`src/rtl/mem_dump_pkg.sv`:
```
// Shared types and helpers for the memory dump reader.
// Block geometry follows MAIN_MEM_BLOCK_OFFSET_WIDTH (defaults to 3 when not set globally).
`ifndef MAIN_MEM_BLOCK_OFFSET_WIDTH
`define MAIN_MEM_BLOCK_OFFSET_WIDTH 3
`endif

package mem_dump_pkg;
    localparam int ADDR_W    = 32;
    localparam int BLK_OFF_W = `MAIN_MEM_BLOCK_OFFSET_WIDTH;

    typedef logic [ADDR_W-1:0]               addr_t;
    typedef logic [ADDR_W-BLK_OFF_W-1:0]     main_mem_block_addr_t;
    typedef logic [BLK_OFF_W-1:0]            main_mem_block_offset_t;
    typedef logic [8*(2**BLK_OFF_W)-1:0]     block_data_t;

    typedef enum logic [2:0] {
        IDLE,
        REQ,
        WAIT,
        EMIT,
        DONE
    } mem_dump_state_t;

    function automatic int words_per_block(input int off_w);
        return 2 ** (off_w - 2);
    endfunction
endpackage

```
`src/rtl/mem_dump_word_sel.sv`:
```
// Combinational extractor: picks the 32-bit word at a word index out of a memory block.
module mem_dump_word_sel #(
    parameter int BLOCK_OFFSET_WIDTH = 3,
    parameter int IDX_W              = 1
) (
    input  logic [8*(2**BLOCK_OFFSET_WIDTH)-1:0] i_block_data,
    input  logic [IDX_W-1:0]                     i_word_idx,
    output logic [31:0]                          o_word
);
    generate
        if (BLOCK_OFFSET_WIDTH > 2) begin : g_multi
            // Word i occupies bytes 4i..4i+3, i.e. bits starting at 32*i.
            assign o_word = i_block_data[{i_word_idx, 5'b00000} +: 32];
        end else begin : g_single
            logic w_unused_idx;
            assign w_unused_idx = ^i_word_idx;
            assign o_word       = i_block_data;
        end
    endgenerate
endmodule

```
`src/rtl/mem_dump_unit.sv`:
```
// Walks a word-aligned byte range, fetching one memory block at a time and streaming tagged words.
// Optional MEM_DUMP_CHECKSUM_EN adds a running 32-bit sum of every accepted word.
module mem_dump_unit
    import mem_dump_pkg::*;
#(
    parameter int ADDR_WIDTH         = 32,
    parameter int BLOCK_OFFSET_WIDTH = BLK_OFF_W
) (
    input  logic                                   clk,
    input  logic                                   rst_aL,
    input  logic                                   start,
    input  logic [ADDR_WIDTH-1:0]                  start_addr,
    input  logic [ADDR_WIDTH-1:0]                  end_addr,
    output logic                                   busy,
    output logic                                   done,
    output logic                                   mem_req_valid,
    input  logic                                   mem_req_ready,
    output logic [ADDR_WIDTH-BLOCK_OFFSET_WIDTH-1:0] mem_req_block_addr,
    input  logic                                   mem_resp_valid,
    input  logic [8*(2**BLOCK_OFFSET_WIDTH)-1:0]   mem_resp_block_data,
    output logic                                   out_valid,
    input  logic                                   out_ready,
    output logic [ADDR_WIDTH-1:0]                  out_addr,
    output logic [31:0]                            out_data,
`ifdef MEM_DUMP_CHECKSUM_EN
    output logic [31:0]                            checksum,
`endif
    output logic                                   out_last
);
    localparam int BLK_W = 8 * (2 ** BLOCK_OFFSET_WIDTH);
    localparam int WPB   = words_per_block(BLOCK_OFFSET_WIDTH);
    localparam int IDX_W = (WPB > 1) ? $clog2(WPB) : 1;

    mem_dump_state_t         r_state;
    mem_dump_state_t         w_next_state;
    logic [ADDR_WIDTH-1:0]   r_cur_addr;
    logic [ADDR_WIDTH-1:0]   r_end_q;
    logic [BLK_W-1:0]        r_buf;
    logic [ADDR_WIDTH-1:0]   w_start_al;
    logic [ADDR_WIDTH-1:0]   w_end_al;
    logic [ADDR_WIDTH-1:0]   w_next_addr;
    logic [IDX_W-1:0]        w_word_idx;
    logic [31:0]             w_word;
    logic                    w_last;
    logic                    w_block_wrap;
    logic                    w_out_hs;

    assign w_start_al  = {start_addr[ADDR_WIDTH-1:2], 2'b00};
    assign w_end_al    = {end_addr[ADDR_WIDTH-1:2], 2'b00};
    assign w_next_addr = r_cur_addr + ADDR_WIDTH'(4);
    assign w_last      = (w_next_addr >= r_end_q);
    assign w_out_hs    = (r_state == EMIT) && out_ready;

    generate
        if (BLOCK_OFFSET_WIDTH > 2) begin : g_idx
            assign w_word_idx   = r_cur_addr[BLOCK_OFFSET_WIDTH-1:2];
            // Offset bits rolling over to zero means the next word lives in a new block.
            assign w_block_wrap = (w_next_addr[BLOCK_OFFSET_WIDTH-1:2] == '0);
        end else begin : g_idx1
            assign w_word_idx   = 1'b0;
            assign w_block_wrap = 1'b1;
        end
    endgenerate

    mem_dump_word_sel #(
        .BLOCK_OFFSET_WIDTH (BLOCK_OFFSET_WIDTH),
        .IDX_W              (IDX_W)
    ) u_word_sel (
        .i_block_data (r_buf),
        .i_word_idx   (w_word_idx),
        .o_word       (w_word)
    );

    always_ff @(posedge clk) begin
        if (!rst_aL) begin
            r_state <= IDLE;
        end else begin
            r_state <= w_next_state;
        end
    end

    always_comb begin
        w_next_state = r_state;
        case (r_state)
            IDLE: begin
                if (start) begin
                    w_next_state = (w_start_al >= w_end_al) ? DONE : REQ;
                end
            end
            REQ: begin
                if (mem_req_ready) begin
                    w_next_state = WAIT;
                end
            end
            WAIT: begin
                if (mem_resp_valid) begin
                    w_next_state = EMIT;
                end
            end
            EMIT: begin
                if (out_ready) begin
                    if (w_last) begin
                        w_next_state = DONE;
                    end else if (w_block_wrap) begin
                        w_next_state = REQ;
                    end else begin
                        w_next_state = EMIT;
                    end
                end
            end
            DONE:    w_next_state = IDLE;
            default: w_next_state = IDLE;
        endcase
    end

    always_comb begin
        busy          = (r_state != IDLE);
        done          = (r_state == DONE);
        mem_req_valid = (r_state == REQ);
        out_valid     = (r_state == EMIT);
        out_last      = (r_state == EMIT) && w_last;
    end

    assign mem_req_block_addr = r_cur_addr[ADDR_WIDTH-1:BLOCK_OFFSET_WIDTH];
    assign out_addr           = r_cur_addr;
    assign out_data           = w_word;

    always_ff @(posedge clk) begin
        if (!rst_aL) begin
            r_cur_addr <= '0;
            r_end_q    <= '0;
            r_buf      <= '0;
        end else begin
            if ((r_state == IDLE) && start) begin
                r_cur_addr <= w_start_al;
                r_end_q    <= w_end_al;
            end
            if ((r_state == WAIT) && mem_resp_valid) begin
                r_buf <= mem_resp_block_data;
            end
            if (w_out_hs) begin
                r_cur_addr <= w_next_addr;
            end
        end
    end

`ifdef MEM_DUMP_CHECKSUM_EN
    logic [31:0] r_checksum;

    always_ff @(posedge clk) begin
        if (!rst_aL) begin
            r_checksum <= '0;
        end else if ((r_state == IDLE) && start) begin
            r_checksum <= '0;
        end else if (w_out_hs) begin
            r_checksum <= r_checksum + w_word;
        end
    end

    assign checksum = r_checksum;
`endif
endmodule

```
`config.mk`:
```
export PLATFORM = sky130hd
export DESIGN_NAME = mem_dump_unit
export DESIGN_NICKNAME = d
export VERILOG_FILES = /design/src/rtl/mem_dump_pkg.sv /design/src/rtl/mem_dump_word_sel.sv /design/src/rtl/mem_dump_unit.sv
export SDC_FILE = /design/constraint.sdc
export NUM_CORES = 1
export LEC_CHECK = 0
export ABC_AREA = 1
export CAP_MARGIN = 20
export CORE_MARGIN = 5
export CORE_UTILIZATION = 35
export CTS_BUF_LIST = sky130_fd_sc_hd__clkbuf_8
export CTS_CLUSTER_SIZE = 20
export DETAILED_ROUTE_END_ITERATION = 16
export PLACE_DENSITY = 0.68
export SYNTH_ARGS = -nofsm -noshare
export SYNTH_HDL_FRONTEND = slang
export SYNTH_SLANG_ARGS = --single-unit
```
`constraint.sdc`:
```
create_clock -name clk -period 3.78 [get_ports clk]
set_input_delay 1.134 -clock clk [delete_from_list [all_inputs] [get_ports clk]]
set_output_delay 1.134 -clock clk [all_outputs]
set_load 0.005 [all_outputs]
```
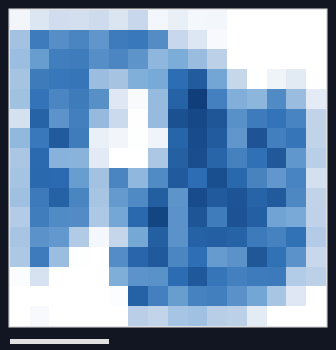
Figure 1: local utilization.
Bar = 50 um. The die is cut into 16 by 16 equal tiles; white is low, dark blue is high, 0 to 100% covered.
- mean over tiles: 45%
- fullest tile: 95%
- emptiest ninth of the die: upper right
Core Box Area: 0.0219 sq mm
Pre-Place Util: 35.8%

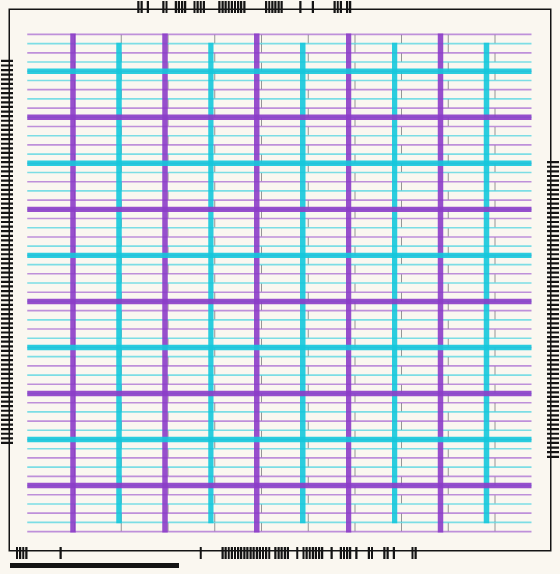
Figure 2: power grid.
Bar = 50 um. Pins as bars on the die edge. Tap cells in gray.
- VDD: cyan
- VSS: purple
- signal pins: 232
- tap cells: 280

==> metrics.csv <==
metric,value,unit
outcome,"complete, but fails checks",
failing checks,negative setup slack,
bufs w/o clock,345,
max frequency,243,MHz
WP data required,2.65,ns
wire per inst,14.7,um
clock sinks,127,
final setup violation count,1,
# diodes,0,
clock latency at the later pin of the worst-skew pair,0.45,ns
register area,0.00256,sq mm
Cell Rows,54,
WL final,25300,um
P_leak,5.03,nW
Max Slew Vio Count,0,
CTS resizes,64,
worst-path maximum fanout,4,
setup repair bufs after CTS,32,
clk slew on worst S/H paths,0.08,ns
Max stage delay on crit path,0.37,ns
Max H-tree Level,4,
top cell family by delay on the critical path,simple AND/OR/NAND/NOR gates,
worst path bufs/invs,6,
Mapped Cells,1140,
PwrDens,525,mW/mm^2
post-detail-place hpwl,18100,um
worst setup margin,-0.344,ns
"Hold Vio Cnt, Final",0,
ANT nets after route,0,
Place WS,-0.354,ns
top cell category,combinational gates,
registers,127,
Slew HR,35.7,%
"XOR-XNOR Cells, Area Fraction",2.41,%
non-filler instance count after layout,1716,
"Cell Chain, Critical Path",buf_6 > nand4_1 > buf_4 > nor2_4 > buf_6 > xor2_2 > ha_1 > buf_4 > a21oi_2 > nand2_1 > nor2_1 > nand3_1 > nand2_2 > nand2_2 > nand2_2 > inv_2 > buf_2,
largest net degree at the start of global routing,101,
# DRC,0,
die area,0.0255,sq mm
sequential fraction of the synthesis area,32.5,%
Layout Skew,0.0151,ns
CP Data Arrival Time,2.99,ns
synth unique cells,41,
Maximum Capacitance Violations,0,
worst hold slack,0.448,ns
DRT iter0 DRCs,365,
first-pass GRT wire length,39400,um
aggregate global-route resource usage,18.9,%
TritonCTS clock tree,yes,
synth warn,0,
Adder Area Share,9.91,%
Worst VDD drop,0.254,mV
layout cells sized above 1,18.6,%
area grow syn2layout,50.4,%
Post-Synth Simple-Gate Area,18.1,%
part of the cycle the worst path needs,109,%
non-clk buf share,27.6,%
YS chip area,0.00783,sq mm
dpl cells,1649,
#FFs+latches synth,127,
Synth logic family,AND-OR/OR-AND gates,
multi-input gates,732,
die height,160,um
die width,160,um
vias in the first global route,7856,
root buf cell,clkbuf_8,
Inserted Clock Buffers,17,
Comb/total area,38.0,%
CP endpoint kind,primary output,
Worst path most repeated cell,nand2_2,
Mux area share,0,%
Comb area,0.00447,sq mm
tap cells,280,
Mapped Area,0.00783,sq mm
Largest Register,r_buf,
clk tree area frac,3.27,%
area post-placement,0.0107,sq mm
CP Class,register to primary output,
Final GP Congestion,0.849,
Syn Area/Cell,6.87,sq um
invs w/o clock,200,
post-DR vias/cell,4.78,
initial antenna violation count,0,
clkbuf count,17,
clk buf depth,2,
startpoint types,register,
Period minus WS final,4.12,ns
cell area after layout,0.0118,sq mm
# IOs,232,
stage-log warning count,35,
Slowest cell on crit path,dfxtp_4,
# Cells Yosys,1140,
register fraction of the total cell area,21.7,%
IO Port Bufs,225,
post-synthesis compound-gate area fraction,21.6,%
max reg flops,64,
worst hold path type,register to register,
Least-Margin Pin Slew,0.963,ns
cts hold-fix bufs,0,
vias,8206,
RSZ-0062 raised after global routing,yes,
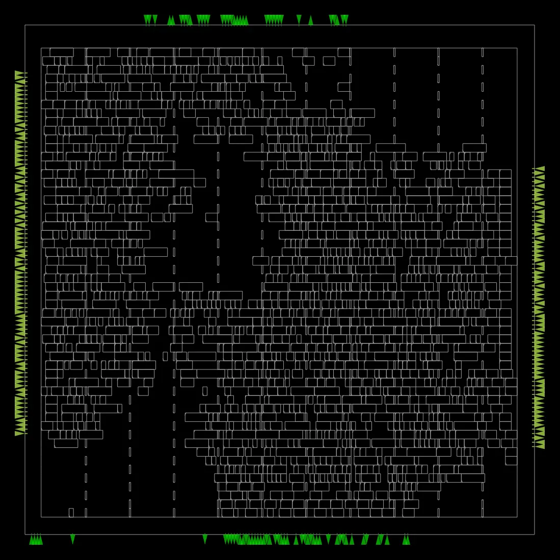
Figure 3: cell placement.
filler cell count in the final layout: 2099
final core occ: 53.8%

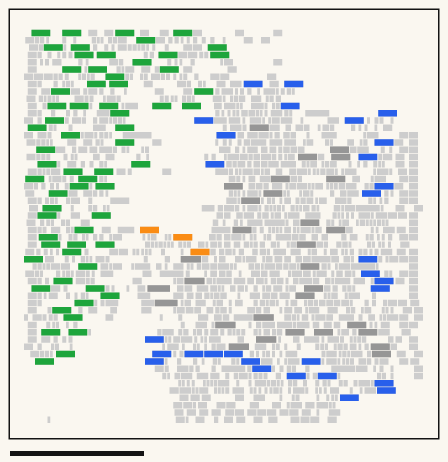
Figure 4: where the registers sit.
Bar = 50 um. Other sequential cells in the stronger gray, the rest of the logic in the fainter gray.
- `r_end_q`: blue (sequential cells 30)
- `r_state`: orange (sequential cells 3)
- `r_buf`: green (sequential cells 64)
- not colored: 30

[through the flow]
stage | util (%) | total power [mW] | TNS (ns)
global route | 53.8 | 6.64 | -0.575
global placement | 48.7 | 4.53 | -0.323
CTS | 52.5 | 6.04 | -0.508
finish | 53.8 | 6.18 | -0.344
floorplan | - | 3.37 | 0
detailed placement | 48.7 | 4.60 | -0.354
[report_power, final]
part           internal (mW)  switching [mW]
registers               1.66           0.149
clock network          0.541           0.642
logic                   1.53            1.67
[path summary, 6_finish.rpt]
check / from / endpoint / slack (ns) / cells after the start
hold / removal: r_buf[61]$_SDFFE_PN0P_ / r_buf[61]$_SDFFE_PN0P_ / 0.45 / 2
setup / recovery: out_addr[3]$_SDFFE_PN0P_ / out_last / -0.34 / 17
setup reg to reg: out_addr[3]$_SDFFE_PN0P_ / out_addr[30]$_SDFFE_PN0P_ / 0.07 / 32
hold reg to reg: r_buf[61]$_SDFFE_PN0P_ / r_buf[61]$_SDFFE_PN0P_ / 0.45 / 2
[layout by cell type (no fill, tap or decap), types with 5 or more instances in the layout]
cell type	Yosys	final
a21oi_1	137	132
a221oi_1	6	6
buf_4	37	98
buf_6	1	19
clkbuf_8	0	17
clkdlybuf4s50_1	0	223
dfxtp_1	127	119
dfxtp_2	0	6
ha_1	62	56
ha_4	0	6
inv_1	194	187
inv_2	6	11
inv_6	0	5
nand2_1	209	185
nand2_2	7	26
nand2_4	0	5
nand3_1	27	25
nand4_1	10	10
nor2_1	45	28
nor2_2	6	13
nor2_4	3	13
nor3_1	7	6
o21ai_0	156	154
o21bai_1	7	7
xor2_1	14	9
xor2_2	3	8
[metal layers]
metal | up-vias | GRT usage [%] | wire (um)
met5 | - | 0 | 0
met4 | 0 | 5.85 | 587
met3 | 48 | 6.63 | 2330
met2 | 294 | 31.2 | 11700
met1 | 3665 | 23.1 | 10700
li1 | 4199 | - | -
[synthesized netlist by cell type]
cell	instances	area [sq um]
nor3_1	7	35.0
o221ai_1	2	17.5
buf_1	3	11.3
xnor2_1	2	17.5
nand3b_4	1	20.0
nand3_1	27	135
nand2_2	7	43.8
buf_6	1	11.3
xor2_2	3	48.8
a221oi_1	6	52.6
buf_4	37	278
nand2_1	209	785
nor2_4	3	33.8
dfxtp_1	127	2540
a31oi_1	2	12.5
nand4_1	10	62.6
a211oi_1	1	7.51
o21ai_0	156	781
ha_1	62	776
o21a_1	4	30.0
xor2_1	14	123
nand3b_1	1	7.51
nor2_1	45	169
a21oi_1	137	686
o22ai_1	2	12.5
buf_2	6	30.0
clkbuf_1	34	128
conb_1	1	3.75
o211ai_1	2	15.0
inv_1	194	728
nor3_4	1	16.3
inv_2	6	22.5
o21bai_1	7	52.6
nor2_2	6	37.5
clkbuf_2	1	5.00
or2_2	3	18.8
and3_1	1	6.26
o21ai_1	1	5.00
nor3_2	2	20.0
a21o_1	2	15.0
nor4_1	4	25.0
[cell families after synthesis]
| group | count (synthesis) |
|---|---|
| AOI/OAI and AO/OA | 322 |
| xor gates and xnor gates | 19 |
| and+or+nand+nor | 327 |
| adders and majority gates | 62 |
| buffers and inverters | 282 |
| DFF | 127 |
| other | 1 |
Power and IR drop assume default switching activity.
